**Clock distribution**

The bar under the picture is 20 microns long.
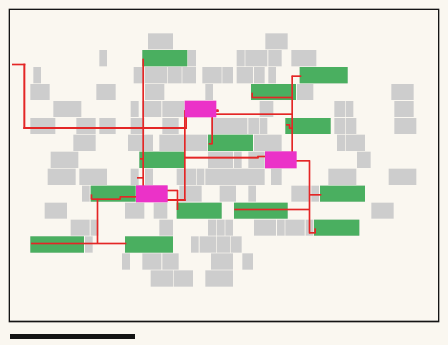
**Floorplan with the power grid**

The bar under the picture is 20 microns long. Pins as bars on the die edge. Tap cells in grey.
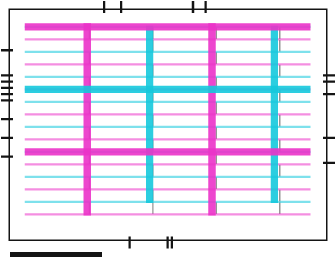
**Clock nets**

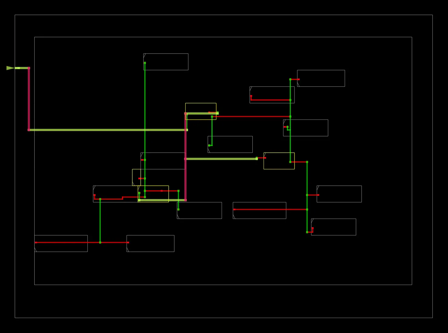
--- config.mk ---
export PLATFORM = sky130hd
export DESIGN_NAME = scr_ctrl
export DESIGN_NICKNAME = d
export VERILOG_FILES = /design/src/rtl/scr_ctrl_pkg.sv /design/src/rtl/scr_blk_cnt.sv /design/src/rtl/scr_ctrl.sv
export SDC_FILE = /design/constraint.sdc
export NUM_CORES = 1
export LEC_CHECK = 0
export ABC_AREA = 0
export CAP_MARGIN = 20
export CELL_PAD_IN_SITES_DETAIL_PLACEMENT = 0
export CELL_PAD_IN_SITES_GLOBAL_PLACEMENT = 2
export CORE_ASPECT_RATIO = 0.7
export CORE_MARGIN = 3
export CORE_UTILIZATION = 26
export DETAILED_ROUTE_END_ITERATION = 8
export GPL_TIMING_DRIVEN = 0
export MAX_ROUTING_LAYER = met4
export PLACE_DENSITY_LB_ADDON = 0.1
export SYNTH_ARGS = -nofsm -noshare
export SYNTH_HDL_FRONTEND = slang
export SYNTH_HIERARCHICAL = 1
export SYNTH_SLANG_ARGS = --single-unit
--- constraint.sdc ---
create_clock -name clk -period 1.61 [get_ports clk]
set_input_delay 0.2415 -clock clk [delete_from_list [all_inputs] [get_ports clk]]
set_output_delay 0.2415 -clock clk [all_outputs]
set_load 0.02 [all_outputs]
--- src/rtl/scr_ctrl_pkg.sv ---
`default_nettype none
// ============================================================================
// Module   : scr_ctrl_pkg
// Brief    : Shared types and block-geometry constants for the scrambler
//            sequencer (state enum, header/block lengths, bit_idx width).
// Revision : 1.0 - initial release
// ============================================================================
package scr_ctrl_pkg;

  // Width of the in-block bit position (largest block is 132 bits)
  localparam int BIDX_W = 8;

  // Gen2: 66-bit block, 2 sync-header bits
  localparam logic [BIDX_W-1:0] HLEN_G2 = 8'd2;
  localparam logic [BIDX_W-1:0] BLEN_G2 = 8'd66;
  // Gen3: 132-bit block, 4 sync-header bits
  localparam logic [BIDX_W-1:0] HLEN_G3 = 8'd4;
  localparam logic [BIDX_W-1:0] BLEN_G3 = 8'd132;

  typedef enum logic [1:0] {
    ST_IDLE    = 2'd0,
    ST_SEED    = 2'd1,
    ST_HDR     = 2'd2,
    ST_PAYLOAD = 2'd3
  } state_t;

  // Index of the last header bit for the selected format
  function automatic logic [BIDX_W-1:0] hdr_last(input logic g3);
    return g3 ? (HLEN_G3 - 8'd1) : (HLEN_G2 - 8'd1);
  endfunction

  // Index of the last bit in the block for the selected format
  function automatic logic [BIDX_W-1:0] blk_last(input logic g3);
    return g3 ? (BLEN_G3 - 8'd1) : (BLEN_G2 - 8'd1);
  endfunction

endpackage : scr_ctrl_pkg
`default_nettype wire

--- src/rtl/scr_blk_cnt.sv ---
`default_nettype none
// ============================================================================
// Module   : scr_blk_cnt
// Brief    : In-block bit position counter. Advances per accepted bit, wraps
//            at the block end and flags the last header / last block bit
//            for the format latched by the controller.
// Revision : 1.0 - initial release
// ============================================================================
module scr_blk_cnt
  import scr_ctrl_pkg::*;
(
  input  logic              clk,
  input  logic              rst,        // synchronous, active-low
  input  logic              i_gen3,     // latched format select
  input  logic              i_clr,      // force position to 0
  input  logic              i_adv,      // a bit was accepted this cycle
  output logic [BIDX_W-1:0] o_bit_idx,
  output logic              o_hdr_end,  // position is the last header bit
  output logic              o_blk_end   // position is the last block bit
);

  logic [BIDX_W-1:0] bit_idx_q;
  logic [BIDX_W-1:0] bit_idx_d;

  // Header-end and block-end compares against the selected geometry
  always_comb begin
    o_hdr_end = (bit_idx_q == hdr_last(i_gen3));
    o_blk_end = (bit_idx_q == blk_last(i_gen3));
  end

  // Next position: clear, wrap at block end, or step on each accepted bit
  always_comb begin
    bit_idx_d = bit_idx_q;
    if (i_clr) begin
      bit_idx_d = '0;
    end else if (i_adv) begin
      bit_idx_d = o_blk_end ? '0 : (bit_idx_q + 8'd1);
    end
  end

  // Position register
  always_ff @(posedge clk) begin
    if (!rst) begin
      bit_idx_q <= '0;
    end else begin
      bit_idx_q <= bit_idx_d;
    end
  end

  assign o_bit_idx = bit_idx_q;

endmodule : scr_blk_cnt
`default_nettype wire

--- src/rtl/scr_ctrl.sv ---
`default_nettype none
// ============================================================================
// Module   : scr_ctrl
// Brief    : Bit-serial scrambler sequencer for one lane. Holds the LFSR
//            during sync-header bits, advances it on payload bits and loads
//            the seed at link start and on re-seed requests, only at block
//            boundaries.
//            Optional feature macro SCR_CTRL_RESEED_EN: automatic re-seed
//            every RESEED_BLOCKS blocks via a 16-bit block counter.
// Revision : 1.0 - initial release
// ============================================================================
module scr_ctrl
  import scr_ctrl_pkg::*;
#(
  parameter int unsigned RESEED_BLOCKS = 1024
) (
  input  logic       clk,
  input  logic       rst,
  input  logic       gen3,
  input  logic       lane_start,
  input  logic       lane_stop,
  input  logic       reseed_req,
  input  logic       in_valid,
  output logic       in_ready,
  output logic       scr_enable,
  output logic       scr_rst,
  output logic       hdr_bypass,
  output logic [7:0] bit_idx,
  output logic       blk_done,
  output logic       busy
);

  // Out-of-range RESEED_BLOCKS (0 or above 16 bits) has no meaningful build;
  // this empty marker block makes such an instantiation easy to spot.
  if ((RESEED_BLOCKS < 1) || (RESEED_BLOCKS > 65535)) begin : g_reseed_blocks_out_of_range
  end

  state_t state_q, state_d;
  logic   gen_q, gen_d;
  logic   stop_pend_q, stop_pend_d;
  logic   reseed_pend_q, reseed_pend_d;

  logic              w_active;
  logic              w_accept;
  logic              w_hdr_end;
  logic              w_blk_end;
  logic              w_blk_done;
  logic              w_cnt_hit;
  logic              w_stop_any;
  logic              w_reseed_any;
  logic [BIDX_W-1:0] w_bit_idx;

  assign w_active   = (state_q == ST_HDR) || (state_q == ST_PAYLOAD);
  assign w_accept   = w_active && in_valid;
  assign w_blk_done = (state_q == ST_PAYLOAD) && in_valid && w_blk_end;

  // Requests arriving on the block-end cycle itself count as pending
  assign w_stop_any   = stop_pend_q | lane_stop;
  assign w_reseed_any = reseed_pend_q | reseed_req | w_cnt_hit;

  scr_blk_cnt u_blk_cnt (
    .clk       (clk),
    .rst       (rst),
    .i_gen3    (gen_q),
    .i_clr     (!w_active),
    .i_adv     (w_accept),
    .o_bit_idx (w_bit_idx),
    .o_hdr_end (w_hdr_end),
    .o_blk_end (w_blk_end)
  );

`ifdef SCR_CTRL_RESEED_EN
  localparam logic [15:0] RESEED_TGT = 16'(RESEED_BLOCKS);

  logic [15:0] blk_cnt_q, blk_cnt_d;

  // Block counter: counts completed blocks since the last seed load
  always_comb begin
    w_cnt_hit = w_blk_done && ((blk_cnt_q + 16'd1) == RESEED_TGT);
    blk_cnt_d = blk_cnt_q;
    if (state_q == ST_SEED) begin
      blk_cnt_d = '0;
    end else if (w_blk_done) begin
      blk_cnt_d = w_cnt_hit ? 16'd0 : (blk_cnt_q + 16'd1);
    end
  end

  // Block counter register
  always_ff @(posedge clk) begin
    if (!rst) begin
      blk_cnt_q <= '0;
    end else begin
      blk_cnt_q <= blk_cnt_d;
    end
  end
`else
  assign w_cnt_hit = 1'b0;
`endif

  // Next-state and pending-flag logic
  always_comb begin
    state_d       = state_q;
    gen_d         = gen_q;
    stop_pend_d   = stop_pend_q;
    reseed_pend_d = reseed_pend_q;
    case (state_q)
      ST_IDLE: begin
        if (lane_start) begin
          state_d = ST_SEED;
          gen_d   = gen3;
        end
      end
      ST_SEED: begin
        state_d       = ST_HDR;
        reseed_pend_d = 1'b0;
        stop_pend_d   = 1'b0;
      end
      ST_HDR: begin
        stop_pend_d   = w_stop_any;
        reseed_pend_d = reseed_pend_q | reseed_req;
        if (in_valid && w_hdr_end) begin
          state_d = ST_PAYLOAD;
        end
      end
      ST_PAYLOAD: begin
        stop_pend_d   = w_stop_any;
        reseed_pend_d = reseed_pend_q | reseed_req;
        if (w_blk_done) begin
          if (w_stop_any) begin
            state_d       = ST_IDLE;
            stop_pend_d   = 1'b0;
            reseed_pend_d = 1'b0;
          end else if (w_reseed_any) begin
            state_d       = ST_SEED;
            reseed_pend_d = 1'b1;
          end else begin
            state_d = ST_HDR;
          end
        end
      end
      default: begin
        state_d = ST_IDLE;
      end
    endcase
  end

  // Controller registers
  always_ff @(posedge clk) begin
    if (!rst) begin
      state_q       <= ST_IDLE;
      gen_q         <= 1'b0;
      stop_pend_q   <= 1'b0;
      reseed_pend_q <= 1'b0;
    end else begin
      state_q       <= state_d;
      gen_q         <= gen_d;
      stop_pend_q   <= stop_pend_d;
      reseed_pend_q <= reseed_pend_d;
    end
  end

  // Output decode: strobes follow the bit being presented
  always_comb begin
    in_ready   = w_active;
    scr_enable = (state_q == ST_PAYLOAD) && in_valid;
    hdr_bypass = (state_q == ST_HDR) && in_valid;
    scr_rst    = (state_q == ST_SEED);
    blk_done   = w_blk_done;
    busy       = (state_q != ST_IDLE);
    bit_idx    = w_bit_idx;
  end

endmodule : scr_ctrl
`default_nettype wire

==> results_tabular.tex <==
% Table of physical implementation metrics
\begin{tabular}{lr}
\hline
Metric & Value \\
\hline
\multicolumn{2}{l}{\textbf{Status}} \\
Run status & finished with violations \\
Violated checks & negative setup slack \\
\multicolumn{2}{l}{\textbf{Detailed routing}} \\
Sum of routed wire length over all layers & 1.79 mm \\
Sum of met2 wire segment lengths after detailed routing & 646 microns \\
Initial drt markers & 34 \\
Number of DRC violations after detailed routing & 0 \\
Detailed-route wire length on metal 1 & 1.01 mm \\
Router iterations before antenna repair & 4 \\
Antenna viol nets, final & 0 \\
Detailed-routed wire length on met3 & approximately 110 microns \\
Highest metal layer with signal wires & met4 \\
Via count & 657 \\
\multicolumn{2}{l}{\textbf{Timing}} \\
Setup repair after global routing missed its margin & yes \\
Fin worst setup slack & -0.0306 ns \\
Number of setup violations in the final report & 1 \\
Final number of hold-violating endpoints & 0 \\
Slew of the pin with the lowest slew margin & around 0.34 ns \\
Final critical path time including I/O delays and setup & 1.64 ns \\
Setup TNS after final layout & -0.0306 ns \\
Final worst-path cycle share & 102\% \\
\multicolumn{2}{l}{\textbf{CTS}} \\
Number of levels in the clock H-tree & 1 \\
Post-CTS repair timing setup buffer count & 2 \\
Number of instances resized during post-cts repair & 19 \\
Root cell of the clock tree & sky130\_fd\_sc\_hd\_\_clkbuf\_8 \\
Maximum clock insertion buffer count & 2 \\
Number of CTS-inserted buffers & 3 \\
\multicolumn{2}{l}{\textbf{Pwr}} \\
Switching component of the power & 195 uW \\
Seq. pwr & roughly 340 uW \\
Leading power group & registers \\
Leakage & 0.000484 uW \\
Max rail drop VDD & 335 uV \\
Internal Power & between 500 and 600 uW \\
Switching power share of the total & 25.8\% \\
\multicolumn{2}{l}{\textbf{Run}} \\
Number of warning messages in the logs & 28 \\
\multicolumn{2}{l}{\textbf{Worst setup path}} \\
Worst Path Arrival & 1.40 ns \\
Cell with the biggest individual delay on the critical path & sky130\_fd\_sc\_hd\_\_dfxtp\_4 \\
Number of logic stages on the critical path including buffering & 5 \\
Worst setup path end & blk\_done \\
CP Max Fanout & 5 \\
CP required & 1.37 ns \\
Reg2reg end & u\_blk\_cnt/o\_bit\_idx[5] \\
Number of buffer and inverter stages on the critical path & 1 \\
Startpoint of the most critical register-to-register path & state\_q[1] \\
Series of cell instances along the critical path & nor4\_4 > nand3\_2 > nor2\_4 > and2\_4 > buf\_6 \\
CP Launch Type & register \\
Crit path kind & reg2out \\
Critical path's largest stage delay & 0.37 ns \\
Sort of element at the end of the critical path & output pin \\
Cell family contributing the most delay on the critical path & simple AND/OR/NAND/NOR gates \\
\multicolumn{2}{l}{\textbf{Synthesis}} \\
Warning count from the yosys run & 6 \\
Most common flop cell mapped by yosys & sky130\_fd\_sc\_hd\_\_dfxtp\_1 \\
Post-synth mux share & 1.40\% \\
Sequential element share of the synthesized area & between 30 and 40\% \\
Cell count listed in synth\_stat.txt & 84 \\
Top cells by area, synth & sky130\_fd\_sc\_hd\_\_dfxtp\_1 36\%, sky130\_fd\_sc\_hd\_\_nor2\_1 6.3\%, sky130\_fd\_sc\_hd\_\_xnor2\_1 4.9\%, sky130\_fd\_sc\_hd\_\_a21oi\_1 4.2\%, sky130\_fd\_sc\_hd\_\_o311ai\_4 3.7\% \\
Synth Area in XOR/XNOR & 8.57\% \\
Post-synth top cells & 13 x sky130\_fd\_sc\_hd\_\_dfxtp\_1, 12 x sky130\_fd\_sc\_hd\_\_nor2\_1, 6 x sky130\_fd\_sc\_hd\_\_a21oi\_1, 6 x sky130\_fd\_sc\_hd\_\_inv\_1, 6 x sky130\_fd\_sc\_hd\_\_nand2\_1 \\
Unique cell types & 36 \\
Cell with the most instances after synthesis & sky130\_fd\_sc\_hd\_\_dfxtp\_1 \\
Area fraction in full adders, half adders and majority gates & roughly 1.7\% \\
Post-synthesis async set-or-reset flop share & 0\% \\
Library cell occupying the most area in the post-synthesis netlist & sky130\_fd\_sc\_hd\_\_dfxtp\_1 \\
Synthesized netlist net count & 92 \\
\multicolumn{2}{l}{\textbf{Layout}} \\
Number of flip-flops in the largest register & 8 \\
Design Area, Final & approximately 1100 sq um \\
Top logic cell by instance count in the layout & sky130\_fd\_sc\_hd\_\_nor2\_1 \\
Final core area utilization & 43.4\% \\
Inserted Diodes & 0 \\
Most frequent cells in the layout & 11 x sky130\_fd\_sc\_hd\_\_nor2\_1, 9 x sky130\_fd\_sc\_hd\_\_dfxtp\_1, 9 x sky130\_fd\_sc\_hd\_\_clkdlybuf4s50\_1 \\
Net count reported at finish & 122 \\
Fraction of final layout cells sized beyond drive strength 1 & between 30\% and 40\% \\
\multicolumn{2}{l}{\textbf{Floorplan}} \\
Std cell rows & 15 \\
Standard cell core area & 2530 sq um \\
Horizontal die dimension & roughly 69 microns \\
Die Footprint & 3430 sq um \\
Die height & 49.9 microns \\
Starting density of the core & $\sim$28\% \\
Ports & 21 \\
\multicolumn{2}{l}{\textbf{Hold path}} \\
Kind of path behind the tightest hold check & in2reg \\
Worst hold stages & 4 \\
Worst hold path endpoint & state\_q[0] \\
Hold\_sp & in\_valid \\
\multicolumn{2}{l}{\textbf{Place}} \\
GPL Wtd Cong & 0.719 \\
Placed wire-length estimate after detailed placement & roughly 1.3 mm \\
Cell count after placement & 138 \\
PortBufs & 20 \\
Area of placed instances & 958 sq um \\
\multicolumn{2}{l}{\textbf{GRT}} \\
First-pass GRT wire length & between 2 and 3 mm \\
Met3 usage & under 10\% \\
Global routing's busiest layer & met1 \\
Via count of the first global-routing pass & roughly 600 \\
Combined global-route utilization of all metal layers & 11.5\% \\
Met2 capacity usage during global routing & approximately an eighth \\
Total overflow reported by the global router & 0 \\
\hline
\end{tabular}
About 'clock distribution':
clock wires -> red  # length 219 microns
cells driving clock nets -> magenta  # count 3
flip-flops -> green  # count 13
routed clock nets = 4
clock latency on the worst-skew pair: 0.25 ns
clock group share of total power: 39.5%
Clk. pwr: 298 uW
setup clock skew after layout: 0.00178 ns

About 'floorplan with the power grid':
VDD -> cyan
VSS -> magenta
tap cells = 34
met4 straps = 4
met1 rails = 16

About 'clock nets':
clk sink count: 13
flip-flops: 13

==> final cells by class <==
class / instances / area, sq um
Tap cell: 34 / 42.5
Multi-Input combinational cell: 61 / 442
Clock buffer: 4 / 45.0
Inverter: 7 / 26.3
Timing Repair Buffer: 25 / 248
Sequential cell: 13 / 270
Buffer: 3 / 26.3
Fill cell: 258 / 1430
==> per-stage QoR <==
| stage | hold slack (ns) | setup slack, ns | total power (uW) |
|---|---|---|---|
| after global routing | 0.462 | -0.136 | 791 |
| after detailed placement | 0.463 | -0.410 | 467 |
| after CTS | 0.471 | -0.0940 | 760 |
| after global placement | 0.457 | -0.407 | 467 |
| final | 0.433 | -0.0306 | 754 |
| after floorplan | 0.379 | 0.0993 | 417 |
Power and IR drop assume default switching activity.
